route_heat.png
The die is cut into 33 by 33 equal tiles; white is low, dark blue is high, scaled to the fullest tile. Values are wire area over tile area, all layers added.
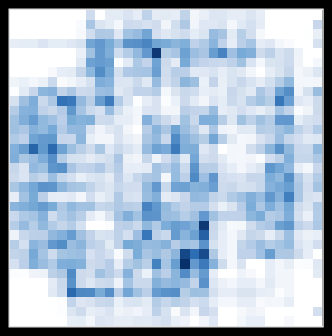
closeup.png
Bar = 5 um. Region (114, 115) to (134, 135) um. Cells in grey, sequential cells in the stronger grey; small squares are vias.
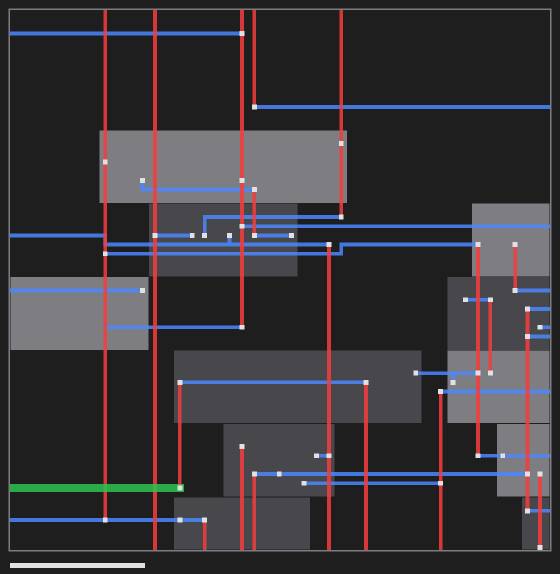
File: config.mk
export PLATFORM = sky130hd
export DESIGN_NAME = key_dispatch_arbiter
export DESIGN_NICKNAME = d
export VERILOG_FILES = /design/src/rtl/key_dispatch_arbiter.sv
export SDC_FILE = /design/constraint.sdc
export NUM_CORES = 1
export LEC_CHECK = 0
export CAP_MARGIN = 20
export CORE_AREA = 2 2 163 165
export CTS_CLUSTER_SIZE = 40
export DETAILED_ROUTE_END_ITERATION = 16
export DIE_AREA = 0 0 165 167
export PLACE_DENSITY = 0.5
export SYNTH_ARGS = -nofsm -noshare
export SYNTH_HDL_FRONTEND = slang
export SYNTH_SLANG_ARGS = --single-unit
File: constraint.sdc
create_clock -name clk -period 6.5 [get_ports clk]
set_clock_uncertainty 0.05 [all_clocks]
set_input_delay 0.65 -clock clk [delete_from_list [all_inputs] [get_ports clk]]
set_output_delay 0.65 -clock clk [all_outputs]
set_load 0.005 [all_outputs]
File: src/rtl/key_dispatch_arbiter.sv
// Round-robin key dispatcher for the RC4 brute-force core array: issues keys, catches the winner, flags exhaustion.
// Optional search-duration counter enabled by defining KEYDISP_CYCLE_CNT_EN.
module key_dispatch_arbiter #(
    parameter int               NUM_CORES = 4,
    parameter int               KEY_W     = 24,
    parameter logic [KEY_W-1:0] KEY_MAX   = 24'h3FFFFF
) (
    input  logic                       clk,
    input  logic                       rst,
    input  logic                       start,
    input  logic [NUM_CORES-1:0]       req,
    input  logic [NUM_CORES-1:0]       found,
    output logic [NUM_CORES-1:0]       grant,
    output logic [NUM_CORES*KEY_W-1:0] key_o,
    output logic                       abort,
    output logic [KEY_W-1:0]           next_key,
    output logic [KEY_W-1:0]           found_key,
    output logic                       success,
    output logic                       exhausted,
    output logic [31:0]                cycles
);

    localparam int                   PTR_W     = (NUM_CORES > 1) ? $clog2(NUM_CORES) : 1;
    localparam logic [NUM_CORES-1:0] CORE_ONE  = NUM_CORES'(1);
    localparam logic [KEY_W:0]       KEY_LIMIT = {1'b0, KEY_MAX};
    localparam logic [KEY_W:0]       KEY_ONE   = (KEY_W+1)'(1);
    localparam logic [PTR_W-1:0]     PTR_ONE   = PTR_W'(1);
    localparam logic [PTR_W-1:0]     LAST_IDX  = PTR_W'(NUM_CORES - 1);

    typedef enum logic [1:0] {IDLE, RUN, FOUND, EXHAUSTED} state_t;

    state_t                 state_reg, state_next;
    logic [PTR_W-1:0]       rr_ptr_reg, rr_ptr_next;
    logic [NUM_CORES-1:0]   pending_reg, pending_next;
    logic [NUM_CORES-1:0]   busy_reg, busy_next;
    logic [NUM_CORES-1:0]   grant_reg, grant_next;
    logic [KEY_W:0]         next_key_reg, next_key_next;
    logic [KEY_W-1:0]       found_key_reg, found_key_next;
    logic                   success_reg, success_next;
    logic                   exhausted_reg, exhausted_next;
    logic                   abort_reg, abort_next;

    logic [NUM_CORES-1:0]   req_eff, req_cand, ge_mask, cand_hi, cand, grant_oh;
    logic [NUM_CORES-1:0]   found_valid, found_oh;
    logic                   found_hit, key_avail, drained;
    logic [KEY_W-1:0]       key_reg [NUM_CORES];
    logic [NUM_CORES:0][PTR_W-1:0] idx_chain;
    logic [NUM_CORES:0][KEY_W-1:0] fkey_chain;
    logic [PTR_W-1:0]       grant_idx;

    // A core still sees its own request during the grant cycle; mask it so it is not re-queued.
    assign req_eff     = req & ~grant_reg;
    assign req_cand    = pending_reg | req_eff;
    assign cand_hi     = req_cand & ge_mask;
    assign cand        = (|cand_hi) ? cand_hi : req_cand;
    assign grant_oh    = cand & (~cand + CORE_ONE);
    assign found_valid = found & busy_reg;
    assign found_oh    = found_valid & (~found_valid + CORE_ONE);
    assign found_hit   = |found_valid;
    assign key_avail   = (next_key_reg <= KEY_LIMIT);
    assign drained     = ((busy_reg & ~req_eff) == '0);
    assign idx_chain[0]  = '0;
    assign fkey_chain[0] = '0;
    assign grant_idx     = idx_chain[NUM_CORES];

    genvar gi;
    generate
        for (gi = 0; gi < NUM_CORES; gi++) begin : g_core
            assign ge_mask[gi]      = (PTR_W'(gi) >= rr_ptr_reg);
            assign idx_chain[gi+1]  = idx_chain[gi] | (grant_oh[gi] ? PTR_W'(gi) : '0);
            assign fkey_chain[gi+1] = fkey_chain[gi] | (found_oh[gi] ? key_reg[gi] : '0);
            assign key_o[gi*KEY_W +: KEY_W] = key_reg[gi];

            always_ff @(posedge clk or posedge rst) begin
                if (rst) begin
                    key_reg[gi] <= '0;
                end else if (grant_next[gi]) begin
                    key_reg[gi] <= next_key_reg[KEY_W-1:0];
                end
            end
        end
    endgenerate

    always_ff @(posedge clk or posedge rst) begin
        if (rst) begin
            state_reg     <= IDLE;
            rr_ptr_reg    <= '0;
            pending_reg   <= '0;
            busy_reg      <= '0;
            grant_reg     <= '0;
            next_key_reg  <= '0;
            found_key_reg <= '0;
            success_reg   <= 1'b0;
            exhausted_reg <= 1'b0;
            abort_reg     <= 1'b0;
        end else begin
            state_reg     <= state_next;
            rr_ptr_reg    <= rr_ptr_next;
            pending_reg   <= pending_next;
            busy_reg      <= busy_next;
            grant_reg     <= grant_next;
            next_key_reg  <= next_key_next;
            found_key_reg <= found_key_next;
            success_reg   <= success_next;
            exhausted_reg <= exhausted_next;
            abort_reg     <= abort_next;
        end
    end

    always_comb begin
        state_next     = state_reg;
        rr_ptr_next    = rr_ptr_reg;
        pending_next   = pending_reg;
        busy_next      = busy_reg;
        grant_next     = '0;
        next_key_next  = next_key_reg;
        found_key_next = found_key_reg;
        success_next   = success_reg;
        exhausted_next = exhausted_reg;
        abort_next     = abort_reg;
        case (state_reg)
            IDLE, FOUND, EXHAUSTED: begin
                if (start) begin
                    state_next     = RUN;
                    next_key_next  = '0;
                    pending_next   = '1;
                    busy_next      = '0;
                    found_key_next = '0;
                    success_next   = 1'b0;
                    exhausted_next = 1'b0;
                    abort_next     = 1'b0;
                end
            end
            RUN: begin
                pending_next = req_cand;
                busy_next    = busy_reg & ~req_eff;
                // Found beats exhaustion and suppresses this cycle's grant.
                if (found_hit) begin
                    state_next     = FOUND;
                    found_key_next = fkey_chain[NUM_CORES];
                    success_next   = 1'b1;
                    abort_next     = 1'b1;
                end else if (!key_avail && drained) begin
                    state_next     = EXHAUSTED;
                    exhausted_next = 1'b1;
                    abort_next     = 1'b1;
                end else if (key_avail && (|req_cand)) begin
                    grant_next    = grant_oh;
                    pending_next  = req_cand & ~grant_oh;
                    busy_next     = (busy_reg & ~req_eff) | grant_oh;
                    next_key_next = next_key_reg + KEY_ONE;
                    rr_ptr_next   = (grant_idx == LAST_IDX) ? '0 : grant_idx + PTR_ONE;
                end
            end
            default: state_next = IDLE;
        endcase
    end

`ifdef KEYDISP_CYCLE_CNT_EN
    logic [31:0] cycles_reg;

    always_ff @(posedge clk or posedge rst) begin
        if (rst) begin
            cycles_reg <= '0;
        end else if (start && (state_reg != RUN)) begin
            cycles_reg <= '0;
        end else if ((state_reg == RUN) && (cycles_reg != 32'hFFFF_FFFF)) begin
            cycles_reg <= cycles_reg + 32'd1;
        end
    end

    assign cycles = cycles_reg;
`else
    assign cycles = 32'd0;
`endif

    assign grant     = grant_reg;
    assign abort     = abort_reg;
    assign next_key  = next_key_reg[KEY_W-1:0];
    assign found_key = found_key_reg;
    assign success   = success_reg;
    assign exhausted = exhausted_reg;

endmodule

==> results.sh <==
# flow metrics
export IMPL_outcome="finished clean"
export IMPL_final_common_cell="dfrtp_1"
export IMPL_fin_tns_setup_ns=0
export IMPL_pg_seq_uw=1240
export IMPL_routedWlPerCell_um=19.5
export IMPL_crit_type="input port to flip-flop"
export IMPL_maxCapViolCount=0
export IMPL_hold_viol_final=0
export IMPL_top_area_frac=0.533
export IMPL_powerComb_uw=924
export IMPL_compound_area_frac=0.115
export IMPL_drc=0
export IMPL_clock_latency_late_pin_ns=0.43
export IMPL_peakVddDrop_uv=202
export IMPL_timing_fmax_mhz=267
export IMPL_r2r_cells=6
export IMPL_final_cell_mix="163 x dfrtp_1, 161 x clkdlybuf4s50_1, 71 x mux2_2"
export IMPL_comb_area_frac=0.309
export IMPL_switching_power_uw=1120
export IMPL_clk_pin_slew_ns=0.07
export IMPL_fillers=2564
export IMPL_area_growth_syn_to_layout_pct=29.1
export IMPL_switching_share=0.346
export IMPL_cts_buffers=17
export IMPL_yosysSeqAreaShare=0.533
export IMPL_grt_pass1_wl_mm=34.4
export IMPL_rows=59
export IMPL_p_leak_uw=0.00441
export IMPL_worst_path_stages=7
export IMPL_seq_area_frac=0.413
export IMPL_fin_crit_sh=0.577
export IMPL_portBuffers=161
export IMPL_firstDrtPassIters=7
export IMPL_setup_violations=0
export IMPL_routabilityCongestion=0.761
export IMPL_die_width_um=165
export IMPL_ys_warn_count=0
export IMPL_nWellTaps=335
export IMPL_cp_arrival_ns=4.01
export IMPL_comb_area_um2=3050
export IMPL_worstMarginPinSlew_ns=0.992
export IMPL_ys_cells=651
export IMPL_hold_buffers=0
export IMPL_cpLargestDelayFamily="simple AND/OR/NAND/NOR gates"
export IMPL_clockPowerShare=0.334
export IMPL_largest_reg_flops=96
export IMPL_seq_area_um2=4080
export IMPL_setup_slack_ns=2.75
export IMPL_routed_via_density=4.92
export IMPL_cts_resized=0
export IMPL_holdPathStages=2
Notes on route_heat.png above:
tiles over half the peak: 10%
fullest tile: 0.49
mean over tiles: 0.12
nearly empty tiles: 12%
emptiest ninth of the die: bottom right

Notes on closeup.png above:
[M3] green
[M1] blue
[M2] red
netlist names of flops here include: `key_o` (2)
most frequent: mux2_2 (2), dfrtp_1 (2)
cells with their middle in the window: 7
sequential cells in the window: 2

[per-layer routing]
layer  track usage  vias to the layer above  part of all wire
met5             0                        -                 0
met4        0.0423                        0            0.0097
met3        0.0391                       14             0.052
met2         0.262                      165              0.47
met1         0.222                     2823              0.47
li1              -                     2500                 -
[metrics by stage]
| stage | total power, uW | std cells | cell area (um2) |
|---|---|---|---|
| after floorplan | 1830 | 682 | 7760 |
| after global placement | 2200 | 1086 | 9250 |
| after detailed placement | 2190 | 1086 | 9250 |
| after CTS | 3300 | 1118 | 9870 |
| after global routing | 3420 | 1118 | 9870 |
| final | 3240 | 1118 | 9870 |
No activity file was given, so power comes from the tool's default toggle rates.
